--- src/rtl/bitstream_pkg.sv ---
// Shared types for the stochastic bitstream decoder: FSM states and default value width.
package bitstream_pkg;

  localparam int unsigned VALUE_LEN_DEFAULT = 8;

  typedef enum logic [1:0] {
    IDLE,
    COUNT,
    HOLD
  } state_e;

endpackage

--- src/rtl/bit_window_counter.sv ---
// Window counter: counts samples taken and ones seen over a window of 2**VALUE_LEN-1 cycles.
module bit_window_counter
  import bitstream_pkg::*;
#(
  parameter int unsigned VALUE_LEN = VALUE_LEN_DEFAULT
) (
  input  logic                 clk,
  input  logic                 n_rst,
  input  logic                 clear,
  input  logic                 enable,
  input  logic                 bit_in,
  output logic [VALUE_LEN-1:0] count,
  output logic                 done
);

  localparam logic [VALUE_LEN-1:0] LAST_CYCLE = VALUE_LEN'((2 ** VALUE_LEN) - 2);

  logic [VALUE_LEN-1:0] cycles;

  // done marks the W-th sample; count excludes the bit being sampled in that cycle
  assign done = enable && (cycles == LAST_CYCLE);

  always_ff @(posedge clk or negedge n_rst) begin
    if (!n_rst) begin
      cycles <= '0;
      count  <= '0;
    end else if (clear) begin
      cycles <= '0;
      count  <= '0;
    end else if (enable) begin
      if (done) begin
        cycles <= '0;
        count  <= '0;
      end else begin
        cycles <= cycles + 1'b1;
        count  <= count + VALUE_LEN'(bit_in);
      end
    end
  end

endmodule

--- src/rtl/bitstream_decoder.sv ---
// Stochastic bitstream decoder: counts ones over a fixed window and hands the result to a consumer.
// Optional macro BITSTREAM_DECODER_CONT_EN: back-to-back windows with sticky overrun detection.
module bitstream_decoder
  import bitstream_pkg::*;
#(
  parameter int unsigned VALUE_LEN = VALUE_LEN_DEFAULT
) (
  input  logic                 clk,
  input  logic                 n_rst,
  input  logic                 bit_in,
  input  logic                 start,
  input  logic                 out_ready,
  output logic [VALUE_LEN-1:0] value,
  output logic                 value_valid,
  output logic                 busy,
  output logic                 overrun
);

  state_e               state_q, state_d;
  logic                 clear, enable, done, accept;
  logic [VALUE_LEN-1:0] count;

  bit_window_counter #(.VALUE_LEN(VALUE_LEN)) u_counter (
    .clk    (clk),
    .n_rst  (n_rst),
    .clear  (clear),
    .enable (enable),
    .bit_in (bit_in),
    .count  (count),
    .done   (done)
  );

  assign accept = value_valid && out_ready;
  assign busy   = (state_q == COUNT);

  always_ff @(posedge clk or negedge n_rst) begin
    if (!n_rst) state_q <= IDLE;
    else        state_q <= state_d;
  end

  always_comb begin
    state_d = state_q;
    clear   = 1'b0;
    enable  = 1'b0;
    case (state_q)
      IDLE: begin
        if (start) begin
          clear   = 1'b1;
          state_d = COUNT;
        end
      end
      COUNT: begin
        enable = 1'b1;
`ifdef BITSTREAM_DECODER_CONT_EN
        state_d = COUNT;
`else
        if (done) state_d = HOLD;
`endif
      end
      HOLD: begin
        if (accept) state_d = IDLE;
      end
      default: state_d = IDLE;
    endcase
  end

  // A completing window takes priority over acceptance so a fresh result is never dropped
  always_ff @(posedge clk or negedge n_rst) begin
    if (!n_rst) begin
      value       <= '0;
      value_valid <= 1'b0;
    end else if (done) begin
      value       <= count + VALUE_LEN'(bit_in);
      value_valid <= 1'b1;
    end else if (accept) begin
      value_valid <= 1'b0;
    end
  end

`ifdef BITSTREAM_DECODER_CONT_EN
  logic overrun_q;

  always_ff @(posedge clk or negedge n_rst) begin
    if (!n_rst)                        overrun_q <= 1'b0;
    else if (done && value_valid && !out_ready) overrun_q <= 1'b1;
  end

  assign overrun = overrun_q;
`else
  assign overrun = 1'b0;
`endif

endmodule

--- config.mk ---
export PLATFORM = sky130hd
export DESIGN_NAME = bitstream_decoder
export DESIGN_NICKNAME = d
export VERILOG_FILES = /design/src/rtl/bitstream_pkg.sv /design/src/rtl/bit_window_counter.sv /design/src/rtl/bitstream_decoder.sv
export SDC_FILE = /design/constraint.sdc
export NUM_CORES = 1
export LEC_CHECK = 0
export ABC_CLOCK_PERIOD_IN_PS = 4200
export CAP_MARGIN = 10
export CORE_MARGIN = 4
export CORE_UTILIZATION = 29
export CTS_CLUSTER_SIZE = 20
export DETAILED_ROUTE_END_ITERATION = 8
export PLACE_DENSITY = 0.59
export SYNTH_ARGS = -nofsm -noshare
export SYNTH_HDL_FRONTEND = slang
export SYNTH_HIERARCHICAL = 1
export SYNTH_SLANG_ARGS = --single-unit
--- constraint.sdc ---
create_clock -name clk -period 4.2 [get_ports clk]
set_clock_uncertainty 0.1 [all_clocks]
set_input_delay 1.05 -clock clk [delete_from_list [all_inputs] [get_ports clk]]
set_output_delay 1.05 -clock clk [all_outputs]
set_load 0.05 [all_outputs]
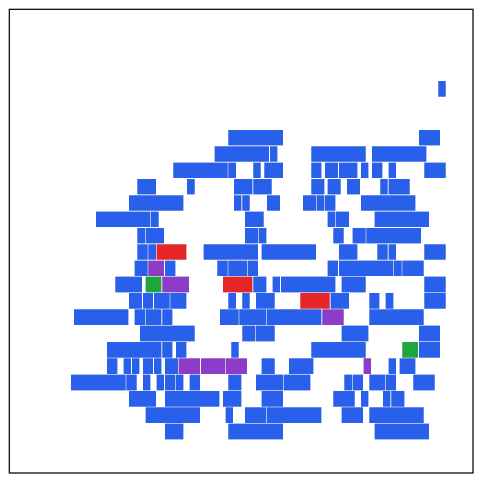
*Drive-strength map*
Drawn at 6 px/um.
- drive 6 and up: red (cells 3; share 1.9%)
- drive 3 to 4: green (cells 2; share 1.3%)
- drive 2: purple (cells 7; share 4.5%)
- drive 1 or less: blue (cells 143; share 92%)

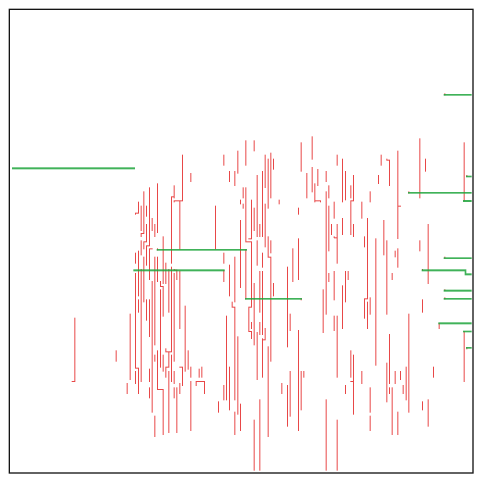
*Metal layers overlaid*
Drawn at 6 px/um. Two of the layers only.
- met3: green (wire length 105 um)
- met2: red (wire length 1180 um)
via count: 1021
GRT Overall Usage: 9.16%
WL/cell: 12.4 um

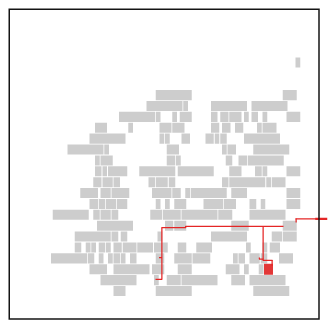
*Port wiring*
Drawn at 4 px/um.
- `busy`: red (bits 1; direction output; end cells 1; buffers 1; wire 65.3 um)
PortBufs: 14
# IOs: 16

==> job_summary.md <==
## Synthesis and layout report

| Metric | Value |
|---|---|
| Status | completed |
| Count leader, synth | dfrtp_1 |
| Power per cell area | 461 nW/um^2 |
| Net count, final | about 170 |
| Leakage | 0.000689 uW |
| Largest delay share family, worst path | buffers and inverters |
| Yosys aoi share | 13.4% |
| Util after Layout | between 30% and 40% |
| Post-layout power | ~750 uW |
| Fin crit share | approximately three quarters |
| Layout cells sized above 1 | 7.74% |
| Largest net degree at the start of global routing | 28 |
| Final Non-Filler Cells | approximately 210 |
| Buf/Inv on CP | 1 |
| Hold/Removal Path Class | register to register |
| Max layer used | met4 |
| XOR/XNOR Area Share | 6.97% |
| Dpl cells | roughly 200 |
| Sw Pwr | between 200 and 300 uW |
| Die Y | 77.0 um |
| Flop pwr share | a little over half |
| Hold depth | 1 |
| Most numerous logic cells after layout | 27 x dfrtp_1, 18 x nor2_1, 14 x clkdlybuf4s50_1, 11 x nand2_1, 8 x xor2_1 |
| CP Capture Type | output pin |
| Final hold viol count | 0 |
| R2r setup slk | between 1.5 and 2 ns |
| Hold_buf cts | 0 |
| Tool Warnings | 27 |
| Clock buf/inv share | 3.02% |
| Main flop type | dfrtp_1 |
| DRT Wirelength | 2.57 mm |
| Leading area contributor after synthesis | dfrtp_1 |
| CP max stage cell | clkdlybuf4s50_1 |
| Logic area | 662 um^2 |
| Worst Setup SP | state_q[1] |
| Fin Setup TNS | 0 ns |
| HPWL after detailed placement | around 1.9 mm |
| Initial DRC Count | 29 |
| Seq/total area | approximately two fifths |
| Clock slew at reported path FFs | approximately 0.10 ns |
| N_diodes | 0 |
| Met1 Wirelength | around 1.3 mm |
| Cell count along the critical path | 2 |
| Worst slew margin | 35.9% |
| Aggregate global routing overflow | 0 |
| M1 GR Usage | between 10 and 15% |
| Reg-to-Reg End | u_counter/cycles[2] |
| Clock power frac | 20.3% |
| Critical path's largest stage delay | 0.90 ns |
| Cell Area, Synth | 1380 um^2 |
| Peak-usage layer in the global routing report | met2 |
| Register area share after synthesis | 48.9% |
| Layout area overhead | 17.0% |
| Vias in the first global route | just under 1k |
| Taps Inserted | between 50 and 60 |
| Worst Hold Slack | just under 0.4 ns |
| DR WL met3 | ~100 um |
| Worst Path Max Fanout | 8 |
| Hold_sp | state_q[0] |
| Comb group | about 200 uW |
| Crit path DRT | ~3.1 ns |
| Clock buffer depth | 2 |
| Clock network power | approximately 150 uW |
| Worst Slack Setup Final | between 1 and 1.5 ns |
| Synth area leaders | dfrtp_1 49%, ha_1 5.4%, xor2_1 5.1% |
| First-pass GRT wire length | about 4.4 mm |
| Fill cell count | between 400 and 500 |
| Max VDD drop | between 150 and 200 uV |
| Number of enable flip-flop cells | 0 |
| Gp weighted congestion | 0.752 |
| Mapped Avg Cell Area | slightly below 10 um^2 |
| Biggest regs | u_counter/count (8), u_counter/cycles (8), value (8) |
| Crit path cell chain | nor2b_1 -> clkdlybuf4s50_1 |
| Crit path capture | busy |
| Actual slew at the worst max-slew pin | ~0.96 ns |
| Post-DP Area | around 1600 um^2 |
| Post-synth top cells | 27 x dfrtp_1, 18 x nor2_1, 11 x nand2_1 |
| Placeable Area | about 4500 um^2 |
| Comb pwr share | approximately a quarter |
| Ys cells | between 100 and 150 |
| Floorplan core density | between 30% and 40% |
| WP data arrival | ~2.0 ns |
| Largest Pwr Group | registers |
| Logic share of the area | 40.9% |
| Crit start category | register |
| Initial antenna violation count | 0 |
| Pre-antenna DRT Iters | 4 |
Power figures rest on the tool's default switching activity, not on a simulated workload.
